Fig. 1: I/O pins on the die edge
Scale: 3 px per um. Pins as bars across the die edge, other pins in gray.
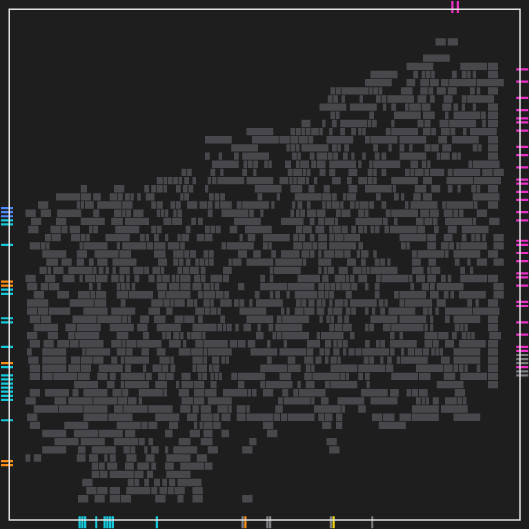
Fig. 2: metal 2
Scale: 3 px per um.
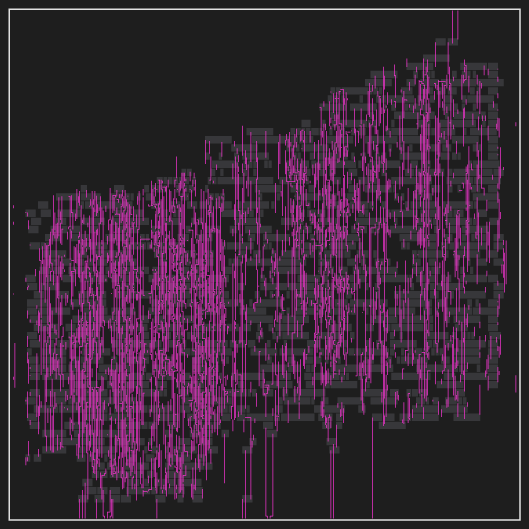
Fig. 3: wiring heat map
Scale: 2 px per um. 34 x 34 tiles, from dark blue (low) to red (high), scaled to the fullest tile. Values are wire area over tile area, all layers added.
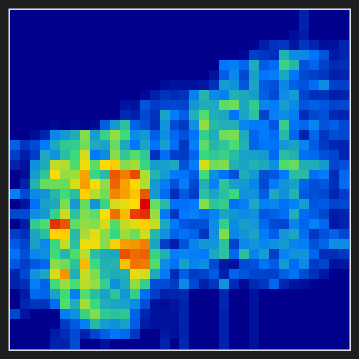
Fig. 4: the metal 3 layer
Scale: 3 px per um.
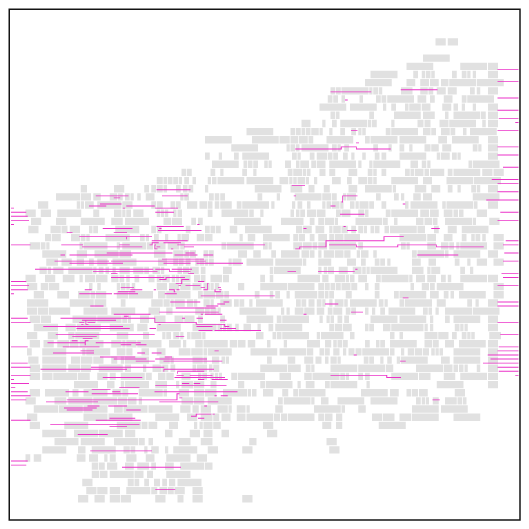
Design posit_encoder_32_3, sky130hd; sources not shown.
==> impl_metrics.yaml <==
# physical design summary
routing:
  met2_length_mm: 12.8
  route.met3.wl_mm: 2.02
  dr.max_layer_used: "met4"
  antenna_left: 0
  drtPass1Iterations: 5
  drtIter0Drc: 985
  remaining_drc_errors: 0
  met1_length_mm: 12.2
setup_path:
  worstPathArrival_ns: 4.11
  crit_required_ns: 4.79
  r2r_cells: 14
  r2r_setup_slack_ns: 0.68
  cp_max_fo: 30
  startpoint_type: "flop"
  crit_type: "flop to flop"
synth:
  async_flop_share: 1.00
  yosys_area_sq_mm: 0.0102
  avgSynthCellArea_sq_um: 8.84
  ys.flop_type: "dfrtp_1"
  yosysCellCount: 1155
  synth_cell_types: 74
  syn_inst: 1155
  yosys.stat.seqShare: 0.267
  yosys_warnings: 6
  area_leaders: "dfrtp_1, mux4_2, mux2i_1"
  simple_gate_share: 0.191
  synthAoiAreaFrac: 0.183
  syn_area_sq_mm: 0.0102
  synth-edff-count: 0
  synthMuxAreaShare: 0.260
  top_area_cell: "dfrtp_1"
  xor_area_frac: 0.0438
  top_cell_area_share: 0.267
  ys.flops: 109
clock_network:
  cts_setup_buffers: 0
  cts_tree: "yes"
  clkSinkCount: 109
  worstSkewPairLatency_ns: 0.35
  htree_levels: 3
  clkTransAtPathRegs_ns: 0.08
  post_cts_resize_count: 0
  cts_buffers: 9
  cts_buffer_depth: 2
  holdBufCountCts: 0
  cts-root-buf: "clkbuf_16"
cells_and_area:
  largest_reg_flops: 38
  nFillCells: 2415
  antenna_cells: 0
  final_cell_mix: "nand2_1, dfrtp_1, o21ai_0"
  fin_area_sq_mm: 0.0114
  syn2layout_area_growth_pct: 11.6
  finalNetCount: 1197
  layout_top_cell: "nand2_1"
  comb_area_sq_mm: 0.00695
pwr:
  peakVddDrop_v: 0.000226
  p_leak_nw: 4.37
  power_density_mw_per_mm2: 334
global_routing:
  busiest_layer: "met2"
  use_met1: 0.273
  grt_pass1_wl_mm: 45.9
  antenna_found_initial: 0
  grt_max_degree: 80
  grt_overflow: 0
  grt_pass1_vias: 8461
die:
  coreArea_sq_mm: 0.0252
  rows: 58
  die-area_sq_mm: 0.0288
  ios: 78
sta:
  tightest_slew_ns: 1.01
  relSlewSlack: 0.325
  hold_slack_ns: 0.369
  rsz0062_at_grt: "no"
  finalSetupViolations: 0
  finalHoldViolCount: 0
  max_freq_mhz: 255
  finalCritPeriodShare: 0.852
  fin_ws_ns: 0.680
  maxSlewViolCount: 0
min_path:
  holdCritPathClass: "primary input to asynchronous set/reset pin"
place:
  place_area_sq_mm: 0.0111
  dp_hpwl_mm: 20.3
job:
  maxCapViolCount: 0
  tool_warnings: 26
outcome:
  status: "completed"
Back to the opening pictures, Fig. 1:
legend:
  in_expo:
    color: blue
    pins: 3
    direction: input
    edge: west
  in_frac:
    color: cyan
    pins: 26
    direction: input
    edge: 17 west, 9 south
  out_posit:
    color: magenta
    pins: 32
    direction: output
    edge: 30 east, 2 north
  out_valid:
    color: yellow
    pins: 1
    direction: output
    edge: south
  in_k:
    color: orange
    pins: 6
    direction: input
    edge: 5 west, 1 south
number of port buffers: 77
die y size: 170 um
Chip Width: 170 um

Back to the opening pictures, Fig. 2:
nets with wire on the layer: 945
wire length on this layer: 12800 um
share of all routed wire: 46%
routed vias: 9105
met2 Resource Use GR: 0.301
final wirelength: 27.9 mm

Back to the opening pictures, Fig. 3:
fullest tile: 0.76
nearly empty tiles: 32%
emptiest ninth of the die: north-west
average wire per standard cell: 18.8 um
Total GRT Usage: 0.192

Back to the opening pictures, Fig. 4:
share of all routed wire: 7.2%
main direction: horizontal
longest straight run: 39.1 um
wire length on this layer: 2020 um
nets with wire on the layer: 176
Global Route met3 Usage: 0.0252

[final cells by class]
| type | count | share of cell area |
|---|---|---|
| multi-input cells | 916 | 0.610 |
| flip-flops and latches | 109 | 0.240 |
| repair buffers | 97 | 0.0819 |
| well taps | 330 | 0.0363 |
| clock buffers | 9 | 0.0198 |
| clock inverters | 6 | 0.00637 |
| inverters | 18 | 0.00593 |
[synthesized netlist by cell type, types with 6 or more instances]
cell type and count:
a22o_1 6, a21o_1 8, a2111oi_0 8, xnor2_1 15, o31ai_1 13, nor4_1 7
clkbuf_1 71, nand2_1 152, nor3_1 17, a21oi_1 99, nor2b_1 19, nand2b_1 13
o22ai_1 7, and2_1 11, o41ai_1 8, or3_1 7, inv_1 15, buf_2 21
a211oi_1 8, nand4_1 8, mux2_2 40, dfrtp_1 109, buf_1 16, nor2_1 74
xor2_1 36, and3_1 7, mux2i_1 58, mux4_2 72, nand3_1 26, o21ai_0 107
[critical path, cell delays in order (launching register included)]
cell and delay [ns]:
dfrtp_1 0.38, o21a_1 0.12, ha_1 0.22, ha_1 0.29
nand4_4 0.17, or3_1 0.40, nor3_2 0.24, nor3b_1 0.40
nand4_1 0.14, a2111oi_0 0.44, nor4b_2 0.37, nor2_1 0.09
buf_4 0.24, a21oi_1 0.19, a21oi_1 0.09
[power by group]
part	total [W]	internal (W)	leakage, nW	switching, W
Clock	0.000784	0.000424	0.142	0.000359
Combinational	0.00154	0.000715	2.90	0.000824
Sequential	0.00148	0.00119	1.33	0.000284
Total	0.00380	0.00233	4.37	0.00147
[stage by stage]
stage,power (W),utilization,cells
detailed placement,0.00302,0.440,1470
CTS,0.00381,0.452,1485
global placement,0.00299,0.440,1470
finish,0.00380,0.452,1485
global route,0.00404,0.452,1485
floorplan,0.00247,-,1155
Power figures rest on the tool's default switching activity, not on a simulated workload.
